[config.mk]
export PLATFORM = sky130hd
export DESIGN_NAME = matrix_scanner_flat
export DESIGN_NICKNAME = d
export VERILOG_FILES = /design/src/rtl/matrix_scanner_if.sv /design/src/rtl/matrix_scanner.sv /design/src/flat_wrapper.sv
export SDC_FILE = /design/constraint.sdc
export NUM_CORES = 1
export LEC_CHECK = 0
export CORE_ASPECT_RATIO = 1.1
export CORE_MARGIN = 4
export CORE_UTILIZATION = 60
export DETAILED_ROUTE_END_ITERATION = 10
export GPL_TIMING_DRIVEN = 1
export PLACE_DENSITY_LB_ADDON = 0.3
export RECOVER_POWER = 25
export SYNTH_ARGS = -nofsm -noshare
export SYNTH_HDL_FRONTEND = slang
export SYNTH_SLANG_ARGS = --single-unit
[constraint.sdc]
create_clock -name clk -period 17 [get_ports clk]
set_input_delay 3.4 -clock clk [delete_from_list [all_inputs] [get_ports clk]]
set_output_delay 3.4 -clock clk [all_outputs]
set_load 0.02 [all_outputs]
[src/rtl/matrix_scanner_if.sv]
// Event bus between the matrix scanner and the downstream decode stage.
// Single-entry valid/ready handshake carrying a key index and press/release flag.
interface matrix_scanner_if #(
    parameter int CODE_W = 4
);
    logic [CODE_W-1:0] ev_code;
    logic              ev_release;
    logic              ev_valid;
    logic              ev_ready;

    modport master (
        output ev_code,
        output ev_release,
        output ev_valid,
        input  ev_ready
    );

    modport slave (
        input  ev_code,
        input  ev_release,
        input  ev_valid,
        output ev_ready
    );
endinterface

[src/rtl/matrix_scanner.sv]
// Row-scanning key matrix controller: one-cold row strobes, synchronized column
// sensing, whole-frame debounce and single-key press/release events.
module matrix_scanner #(
    parameter int ROWS     = 4,
    parameter int COLS     = 4,
    parameter int SCAN_DIV = 1000,
    parameter int DEBOUNCE = 3
) (
    input  logic            clk,
    input  logic            rst_n,
    output logic [ROWS-1:0] row_drv,
    input  logic [COLS-1:0] col_in,
    output logic            ghost,
    output logic            overflow,
    matrix_scanner_if.master ev
);
    localparam int N  = ROWS * COLS;
    localparam int CW = $clog2(N);
    localparam int RW = (ROWS > 1) ? $clog2(ROWS) : 1;
    localparam int DW = (SCAN_DIV > 1) ? $clog2(SCAN_DIV) : 1;

    logic [COLS-1:0] r_sync1, r_sync2;
    logic [RW-1:0]   r_row;
    logic [DW-1:0]   r_div;
    logic [ROWS-1:0] r_row_drv;
    logic [N-1:0]    r_cur, r_raw, r_deb;
    logic [3:0]      r_cnt;
    logic            r_upd;
    logic            r_gen, r_gen_rel;
    logic [CW-1:0]   r_gen_code;
    logic            r_ev_valid, r_ev_rel;
    logic [CW-1:0]   r_ev_code;
    logic            r_ghost, r_ovf;

    logic            w_sample, w_eof, w_eq, w_load;
    logic [RW-1:0]   w_row_nx;
    logic [N-1:0]    w_frame;
    logic [3:0]      w_cnt_nx;
    logic [1:0]      w_old_n, w_new_n;
    logic [CW-1:0]   w_old_k, w_new_k, w_gen_code;
    logic            w_gen, w_gen_rel;

    // Key count saturating at 2: only 0, 1 and "many" matter.
    function automatic logic [1:0] f_cnt(input logic [N-1:0] v);
        logic [1:0] n;
        n = 2'd0;
        for (int i = 0; i < N; i++) begin
            if (v[i] && n != 2'd2) n = n + 2'd1;
        end
        return n;
    endfunction

    function automatic logic [CW-1:0] f_idx(input logic [N-1:0] v);
        logic [CW-1:0] k;
        k = '0;
        for (int i = 0; i < N; i++) begin
            if (v[i]) k = CW'(i);
        end
        return k;
    endfunction

    assign w_sample = (r_div == DW'(SCAN_DIV - 1));
    assign w_eof    = w_sample && (r_row == RW'(ROWS - 1));
    assign w_row_nx = (r_row == RW'(ROWS - 1)) ? '0 : r_row + RW'(1);

    always_comb begin
        w_frame = r_cur;
        w_frame[r_row*COLS +: COLS] = ~r_sync2;
    end

    assign w_eq     = (w_frame == r_raw);
    assign w_cnt_nx = !w_eq ? 4'd0 :
                      (r_cnt == 4'd15) ? 4'd15 : r_cnt + 4'd1;

    always_comb begin
        w_old_n    = f_cnt(r_deb);
        w_new_n    = f_cnt(r_raw);
        w_old_k    = f_idx(r_deb);
        w_new_k    = f_idx(r_raw);
        w_gen      = 1'b0;
        w_gen_rel  = 1'b0;
        w_gen_code = '0;
        if (w_old_n == 2'd0 && w_new_n == 2'd1) begin
            w_gen      = 1'b1;
            w_gen_code = w_new_k;
        end else if (w_old_n == 2'd1 &&
                     (w_new_n == 2'd0 ||
                      (w_new_n == 2'd1 && w_new_k != w_old_k))) begin
            // A direct key swap reports only the release of the old key.
            w_gen      = 1'b1;
            w_gen_rel  = 1'b1;
            w_gen_code = w_old_k;
        end
    end

    assign w_load = r_gen && (!r_ev_valid || ev.ev_ready);

    always_ff @(posedge clk or negedge rst_n) begin
        if (!rst_n) begin
            r_sync1   <= '1;
            r_sync2   <= '1;
            r_row     <= '0;
            r_div     <= '0;
            r_row_drv <= ~ROWS'(1);
            r_cur     <= '0;
            r_raw     <= '0;
            r_cnt     <= '0;
            r_upd     <= 1'b0;
        end else begin
            r_sync1 <= col_in;
            r_sync2 <= r_sync1;
            r_upd   <= 1'b0;
            if (w_sample) begin
                r_div     <= '0;
                r_row     <= w_row_nx;
                r_row_drv <= ~(ROWS'(1) << w_row_nx);
                r_cur     <= w_frame;
                if (w_eof) begin
                    r_raw <= w_frame;
                    r_cnt <= w_cnt_nx;
                    r_upd <= (DEBOUNCE == 1) ||
                             (w_eq && w_cnt_nx >= 4'(DEBOUNCE - 1));
                end
            end else begin
                r_div <= r_div + DW'(1);
            end
        end
    end

    always_ff @(posedge clk or negedge rst_n) begin
        if (!rst_n) begin
            r_deb      <= '0;
            r_ghost    <= 1'b0;
            r_gen      <= 1'b0;
            r_gen_rel  <= 1'b0;
            r_gen_code <= '0;
        end else begin
            r_gen <= 1'b0;
            if (r_upd) begin
                r_deb      <= r_raw;
                r_ghost    <= (w_new_n == 2'd2);
                r_gen      <= w_gen;
                r_gen_rel  <= w_gen_rel;
                r_gen_code <= w_gen_code;
            end
        end
    end

    always_ff @(posedge clk or negedge rst_n) begin
        if (!rst_n) begin
            r_ev_valid <= 1'b0;
            r_ev_rel   <= 1'b0;
            r_ev_code  <= '0;
            r_ovf      <= 1'b0;
        end else begin
            if (w_load) begin
                r_ev_valid <= 1'b1;
                r_ev_rel   <= r_gen_rel;
                r_ev_code  <= r_gen_code;
            end else if (r_ev_valid && ev.ev_ready) begin
                r_ev_valid <= 1'b0;
            end
            if (r_gen && !w_load) r_ovf <= 1'b1;
        end
    end

    assign row_drv       = r_row_drv;
    assign ghost         = r_ghost;
    assign overflow      = r_ovf;
    assign ev.ev_code    = r_ev_code;
    assign ev.ev_release = r_ev_rel;
    assign ev.ev_valid   = r_ev_valid;
endmodule
[src/flat_wrapper.sv]
// flat-port wrapper written by rule: the top's interface ports become plain ports
module matrix_scanner_flat 
#(
    parameter int ROWS     = 4,
    parameter int COLS     = 4,
    parameter int SCAN_DIV = 1000,
    parameter int DEBOUNCE = 3
)
  (clk, rst_n, row_drv, col_in, ghost, overflow, ev_ev_code, ev_ev_release, ev_ev_valid, ev_ev_ready);
  matrix_scanner_if ev_i ();
  input  logic clk;
  input  logic rst_n;
  output logic [ROWS-1:0] row_drv;
  input  logic [COLS-1:0] col_in;
  output logic ghost;
  output logic overflow;
  output wire logic [$bits(ev_i.ev_code)-1:0] ev_ev_code;
  output wire logic [$bits(ev_i.ev_release)-1:0] ev_ev_release;
  output wire logic [$bits(ev_i.ev_valid)-1:0] ev_ev_valid;
  input wire logic [$bits(ev_i.ev_ready)-1:0] ev_ev_ready;
  assign ev_ev_code = ev_i.ev_code;
  assign ev_ev_release = ev_i.ev_release;
  assign ev_ev_valid = ev_i.ev_valid;
  assign ev_i.ev_ready = ev_ev_ready;
  matrix_scanner #(.ROWS(ROWS), .COLS(COLS), .SCAN_DIV(SCAN_DIV), .DEBOUNCE(DEBOUNCE)) u_core (.clk(clk), .rst_n(rst_n), .row_drv(row_drv), .col_in(col_in), .ghost(ghost), .overflow(overflow), .ev(ev_i));
endmodule
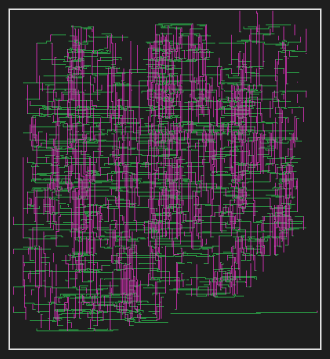
layers.png
(3 px per um) Only two layers are drawn.
[green] M1 | wire length: 5210 um
[magenta] M2 | wire length: 6160 um

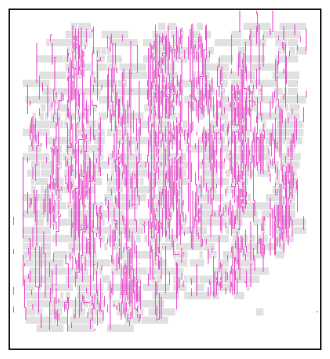
m2.png
(3 px per um) Cells faint in the background.
main direction: vertical
wire length on this layer: 6160 um

==> impl_metrics.yaml <==
# flow metrics
placement:
  dp_worst_setup_slack_ns: 3.21
  port_buffers: 18
clock_tree:
  cts.hold.buffers_added: 0
  cts_setup_buffers: 0
  clock-sinks: 91
  cts_buffer_depth: 2
  cts_max_level: 3
  clk_latency_ns: 0.37
final_timing:
  fin_tns_setup_ns: 0
  finClkSkew_ns: 0.0110
  setup_viol: 0
  period_needed_ns: 14.00
synthesis:
  yosysCellCount: 645
  yosysWarnings: 0
  ys_seq_share_pct: 38.2
  syn_avg_cell_area_sq_um: 9.30
  synth_flops: 91
  yosys_most_used_dff: "dfrtp_1"
  fp_nets: 691
  yosysUniqueCellTypes: 65
  yosysTopAreaCellShare_pct: 33.4
power:
  swShare_pct: 24.4
  peakVddDrop_v: 0.0000748
  powerComb_uw: 7.26
  p_int_uw: 280
die:
  core_area_sq_um: 9790
  fp_util_pct: 61.3
  rows: 38
grt:
  met1_usage_pct: 28.7
  grt_util_met3_pct: 4.87
  use_met2_pct: 38.0
  track_usage_pct: 22.6
  gr-max-usage-layer: "met2"
  gr-total-overflow: 0
  grt_pass1_vias: 4708
layout:
  comb_share_pct: 54.2
  bufAreaShareNonClock_pct: 2.99
  clk_share_pct: 3.01
  logic_area_sq_um: 3490
  areaGrowthSynthToFinish_pct: 7.34
worst_setup_path:
  crit_required_ns: 17.26
  endpoint_kind: "flip-flop"
  slowest_delay_ns: 0.60
  worstPathMaxFanout: 12
  slowest_stage: "o31ai_1"
  crit_path_start_kind: "flip-flop"
outcome:
  status: "finished clean"
detailed_routing:
  top_layer_used: "met4"
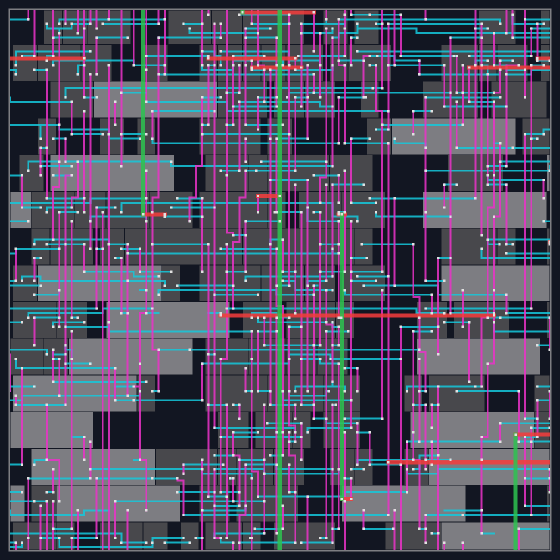
closeup.png
Region (32, 36) to (72, 76) um. Cells in gray, sequential cells in the stronger gray; small squares are vias.
[green] M4
[red] M3
[cyan] M1
[magenta] M2
cells with their middle in the window: 126
most frequent: dfrtp_1 (17), xnor2_1 (14), o21ai_0 (12)
sequential cells in the window: 17
netlist names of flops here include: u_core.r_raw (9), u_core.r_deb (8)

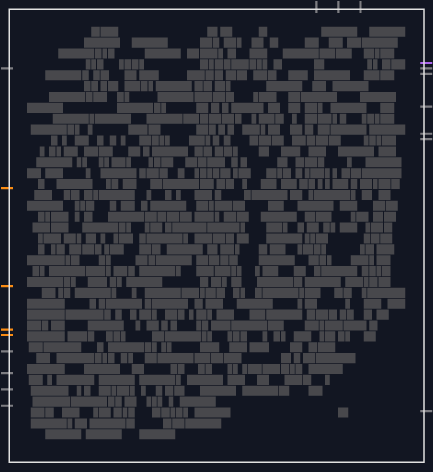
pinout.png
(4 px per um) Pins as bars across the die edge, other pins in gray.
[purple] overflow | pins: 1 | direction: output | edge: right
[orange] row_drv | pins: 4 | direction: output | edge: left
all pins by edge: 9 left, 7 right, 3 top

## placed cells by master, fill, tap and decap left out, drive strengths merged, types with 3 or more instances in the layout
cell	n
o21a	5
dfstp	11
nor3b	3
clkbuf	12
nand3b	3
nor3	18
o31ai	6
o41ai	5
mux2i	17
and4	3
or3	8
ha	39
nor2b	16
dfrtp	80
xnor3	4
mux2	17
nor2	47
xor2	16
xnor2	42
o21ai	61
inv	36
nor4	9
nand2b	24
a21oi	25
nand4	6
and2	4
nand3	9
clkdlybuf4s50	17
nand2	70
## Yosys cell counts (2+ instances only)
master,instances
buf_2,2
nor3b_1,3
o41ai_1,5
dfrtp_1,80
or2_2,2
inv_2,2
a311oi_1,2
a41oi_1,2
mux2_2,17
o221ai_1,2
or4_1,2
a21oi_1,25
and4_1,3
o21ai_0,60
xnor2_1,39
nand4_1,6
nand2b_1,24
o21a_1,5
o31ai_1,6
clkbuf_1,23
or3_1,8
a21o_1,2
o21bai_1,2
dfstp_2,11
a2111oi_0,2
xnor2_4,2
xor2_1,16
a221o_1,2
nand2_1,70
o31a_1,2
and2_1,4
ha_1,39
nor2b_1,15
nor4_1,9
inv_1,31
nor2_1,47
mux2i_1,17
xnor3_1,2
nand3b_1,3
nor3_1,18
nand3_1,9
## path summary, 6_finish.rpt
kind                                               endpoint  cells past startpoint
min                             u_core.r_sync2[0]$_DFF_PN1_                      0
min reg2reg                     u_core.r_sync2[0]$_DFF_PN1_                      0
max                        u_core.r_gen_code[0]$_DFFE_PN0P_                     62
max in group asynchronous  u_core.r_gen_code[0]$_DFFE_PN0P_                      2
min in group asynchronous         u_core.r_div[3]$_DFF_PN0_                      1
max reg2reg                u_core.r_gen_code[0]$_DFFE_PN0P_                     62
Power figures rest on the tool's default switching activity, not on a simulated workload.
